==> config.mk <==
export PLATFORM = sky130hd
export DESIGN_NAME = mono_conf_sr
export DESIGN_NICKNAME = d
export VERILOG_FILES = /design/src/rtl/mono_conf_pkg.sv /design/src/rtl/mono_conf_bank.sv /design/src/rtl/mono_conf_sr.sv
export SDC_FILE = /design/constraint.sdc
export NUM_CORES = 2
export LEC_CHECK = 0
export ABC_AREA = 1
export CAP_MARGIN = 20
export CORE_AREA = 5 5 354 356
export CTS_BUF_LIST = sky130_fd_sc_hd__clkbuf_4 sky130_fd_sc_hd__clkbuf_8
export CTS_CLUSTER_SIZE = 40
export DETAILED_ROUTE_END_ITERATION = 7
export DIE_AREA = 0 0 359 361
export MAX_ROUTING_LAYER = met4
export SETUP_SLACK_MARGIN = 0.1
export SLEW_MARGIN = 20
export SYNTH_ARGS = -nofsm -noshare
export SYNTH_HDL_FRONTEND = slang
export SYNTH_SLANG_ARGS = --single-unit
==> constraint.sdc <==
create_clock -name SR_CLK -period 35.1 [get_ports SR_CLK]
set_input_delay 7.02 -clock SR_CLK [delete_from_list [all_inputs] [get_ports SR_CLK]]
set_output_delay 7.02 -clock SR_CLK [all_outputs]
set_load 0.02 [all_outputs]
The clock network:
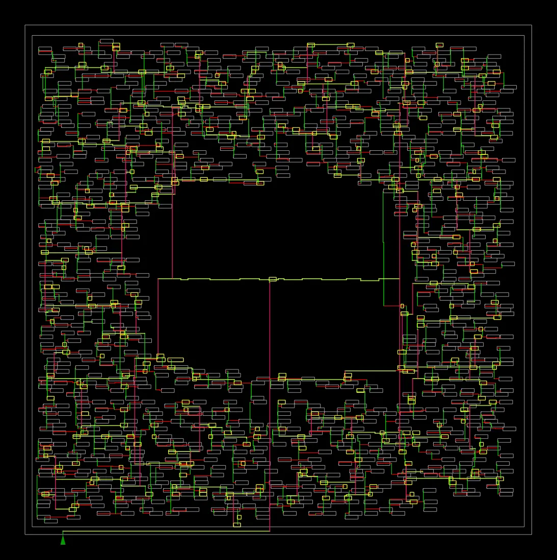
Sinks on Clock Net: 1044
number of buffers added by the clock tree synthesis step: 176

Signal metal coverage by tile:
36 x 36 tiles, from white (low) to dark blue (high), scaled to the fullest tile. Values are wire area over tile area, all layers added.
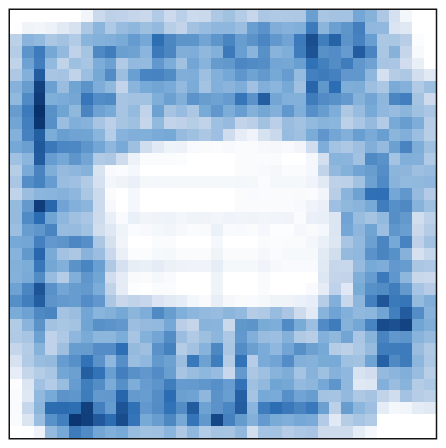
32% of the tiles are over half the peak. 7.3% of the tiles are nearly empty. The mean over all tiles is 0.24. The emptiest ninth of the die: centre. The fullest tile reaches 0.62.
Total Wirelength: 182000 um
overall via count from detail_route: 39600
WL per Instance: 24.9 um
aggregate global-route resource usage: 27.8%

==> notes.md <==
Results of the full flow below.

Clock tree:
- Hold repair after CTS inserted 0 buffers.
- The run puts the deepest level of the CTS H-tree at 4.
- The report lists the number of cells resized after CTS as 0.
- TritonCTS built the clock tree.
- The run puts the maximum clock path buffer count at 3.
- CTS placed an instance of clkbuf_8 at the clock tree root.
- The run gives the clock-pin slew of the registers on the worst-case setup and hold paths as 0.06 ns.

STA:
- Setup repair after global routing left no endpoint under its margin.
- The run puts the worst hold-check slack at 0.486 ns.
- Per the slew report, the remaining headroom to the max-slew limit stands at 16.0%.
- The run puts the final tally of max-slew violations at 0.
- The run puts the number of endpoints failing setup at the final stage at 0.
- The final layout reports a setup TNS of 0 ns.
- The run puts the final critical-path setup slack at 22.93 ns.
- Timing would allow up to 82.2 MHz.
- The final timing report lists clock skew as about 0.057 ns.
- The run gives the minimum period implied by the final worst setup slack as between 10 and 15 ns.
- The final hold violation count recorded for this run is 0.
- OpenROAD reports that the post-layout worst path occupies 34.7% of the period.
- At the pin with the least slew margin, the transition time is 1.26 ns.

Cells and area:
- The run puts the count of non-CTS buffers in the layout at 984.
- The run puts the clock-cell share of area at approximately 6.5%.
- The run gives the area used by multi-input combinational logic as 0.0152 mm^2.
- The run puts the post-route non-filler standard cell count at 7299.
- The run gives the design area as 0.0574 mm^2.
- The run gives the flip-flop and latch count as roughly 1000.
- The register with the most flip-flops in the layout has 903 of them.
- Summing all flip-flop and latch instances after layout gives 0.0261 mm^2.
- Among logic cells in the layout, the one with the most instances is nand2_1.
- The run puts the net count of the finished layout at 5558.
- The run puts the flop share of the area at 45.5%.
- The run puts the share of final-layout standard cells stronger than drive strength 1 at 6.81%.
- Clock buffers in the final layout number a little under 300.
- The most common logic cells in the final layout are 1617 x nand2_1, 1044 x dfrtp_1, 934 x o21ai_0.
- The run gives the number of logic inverters in the finished layout as approximately 150.
- The class occupying the most area after layout is reported as registers.
- The run gives the area share of buffers outside the clock network as 17.0%.
- The run gives the total of fill cells in the finished design as ~12000.
- The run gives the multi-input logic portion of the cell area as 26.4%.
- The run puts the final antenna diode count at 3.

Synthesis:
- The run gives the synthesis-stage register bit count as 1044.
- The run gives the cell with the most instances after synthesis as nand2_1.
- The run puts the number of cells produced by synthesis at 4741.
- The run gives the proportion of synthesized chip area in sequential cells as 60.5%.
- The run puts the number of nets produced by synthesis at 4756.
- The run puts the area fraction in and, or, nand and nor cells at 15.9%.
- The commonest cells after synthesis are 1617 x nand2_1, 1044 x dfrtp_1, 934 x o21ai_0, 318 x clkbuf_1, 226 x a221oi_1.
- The most used flip-flop cell after synthesis is dfrtp_1.
- The run puts the post-synthesis cell count from yosys at between 4000 and 5000.
- Of the total synthesized cell area, the portion taken by full adders, half adders and majority gates is 0.0579%.
- Yosys reports a chip area of 0.0432 mm^2.
- For reference, XOR and XNOR gates occupy 0.0608% of the area reported after synthesis.
- The run puts the total of warnings raised by yosys at 0.
- The main area contributors are dfrtp_1 60%, nand2_1 14%, o21ai_0 11%.
- Grouping non-sequential cells by family puts the most area in AND-OR/OR-AND gates.
- The run puts the number of library cell types mapped by synthesis at 23.
- The run gives the share of flip-flops with an asynchronous set or reset after synthesis as 100%.
- The run puts the number of enable-type register cells in the synthesized netlist at 0.
- The run puts the multiplexer area fraction after synthesis at 0%.
- After synthesis the cells add up to ~0.043 mm^2.
- The run gives the post-synthesis average cell area as around 9.1 um^2.
- The run gives the compound-cell area share of the yosys netlist as 18.9%.
- In this run the biggest area consumer among cell types represents ~60% of the synthesized area.

Floorplan:
- The run gives the area of the core as 0.121 mm^2.
- The run gives the count of boundary I/O pins as 927.
- Per the OpenROAD floorplan log, the height of the die is 361 um.
- The chip occupies 0.130 mm^2.
- During tapcell insertion the tool placed 1625 well taps.
- The run gives the starting utilization of the core area as a little over a third.
- The run gives the number of placement rows as 128.

Global routing:
- The run gives the via count of the first global-routing pass as ~38000.
- The run puts the maximum number of pins on one net before global-route repair at 149.
- The run puts the met1 track utilization from global routing at ~34%.
- The initial antenna violation count came to 2.
- For met2 alone, demand over resource in global routing was 42.9%.
- The first global-routing pass estimated 267000 um of wire.
- For this run the aggregate overflow at the end of global routing stands at 0.
- The run gives the peak-usage layer in the global routing report as met2.
- For met3 alone, demand over resource in global routing was 7.78%.

Worst setup path:
- Counting buffers and inverters, the worst setup path is 8 cells deep.
- The run puts the data arrival time at the worst-slack endpoint at 13.01 ns.
- The worst setup path is launched from a primary input.
- The required time at the worst endpoint is listed as 35.94 ns.
- In this run the critical path is formed by clkdlybuf4s50_1 -> clkinvlp_4 -> buf_4 -> buf_4 -> buf_4 -> buf_4 -> buf_4 -> buf_4.
- The cell that appears most often on the critical path is buf_4.
- The worst setup path is captured at an async pin.
- The largest single stage delay on the critical path is 0.87 ns.
- Looking at the critical path, the single cell with the biggest stage delay is buf_4.
- The worst setup path is of the primary input to async pin kind.
- The run gives the worst reg2reg path depth as 7.
- The run gives the buffer-and-inverter tally for the worst setup path as 8.

Run:
- Across all stage logs, warnings added up to 34.
- The run gives the number of max-cap violations as 0.

Route:
- Per the detail_route log, met2 wirelength is 83500 um.
- The run puts the first-pass iteration count of the detailed router at 6.
- After the first detailed-routing iteration, the DRC count stood at 4298.
- The run gives the length of routed met3 wiring as 16400 um.
- The run gives the highest metal layer with signal wires as met4.
- The run puts the routed via count divided by cell count at about 5.4.
- The run gives the sum of routed wire segments on met1 as 72400 um.
- The routed layout reports a DRC error count of 0.

Pwr:
- Per report_power, the combinational group accounts for 45.5% of the total.
- The run gives the power density over cell area as 112 mW/mm^2.
- The run puts the clock network power share at a little under a fifth.
- The run puts the net switching power at 2.74 mW.
- Clock network power for this build is 1.16 mW.
- The run puts the total internal power at 3.67 mW.
- The combinational power reported by the tool is 2.92 mW.
- Summing internal, switching and leakage power gives 6.41 mW.
- The run gives the maximum resistive drop on vdd as 56.5 uV.
- The run puts the fraction of power spent switching nets at a little over two fifths.
- Power attributed to sequential cells is between 2 and 2.5 mW.
- The run puts the sequential power share at a little over a third.

Min path:
- The run gives the worst hold path cell count as 2.
- The tightest min-delay check is of the flop to flop type.

Placed design:
- The run puts the cell area after placement at 0.0537 mm^2.
- The detailed placer reported the number of placed instances as 6989.
- The run puts the half-perimeter wire length after placement at 117000 um.
- Per the gpl log, the routability congestion estimate is roughly 0.90.
- In this run the tool buffered the top-level ports with between 900 and 1000 buffer cells.
- Timing analysis after detailed placement gives a worst setup slack of 21.66 ns.

Outcome:
- The flow ran to the end, and the final reports show no timing, DRC or antenna violations.
No activity file was given, so power comes from the tool's default toggle rates.
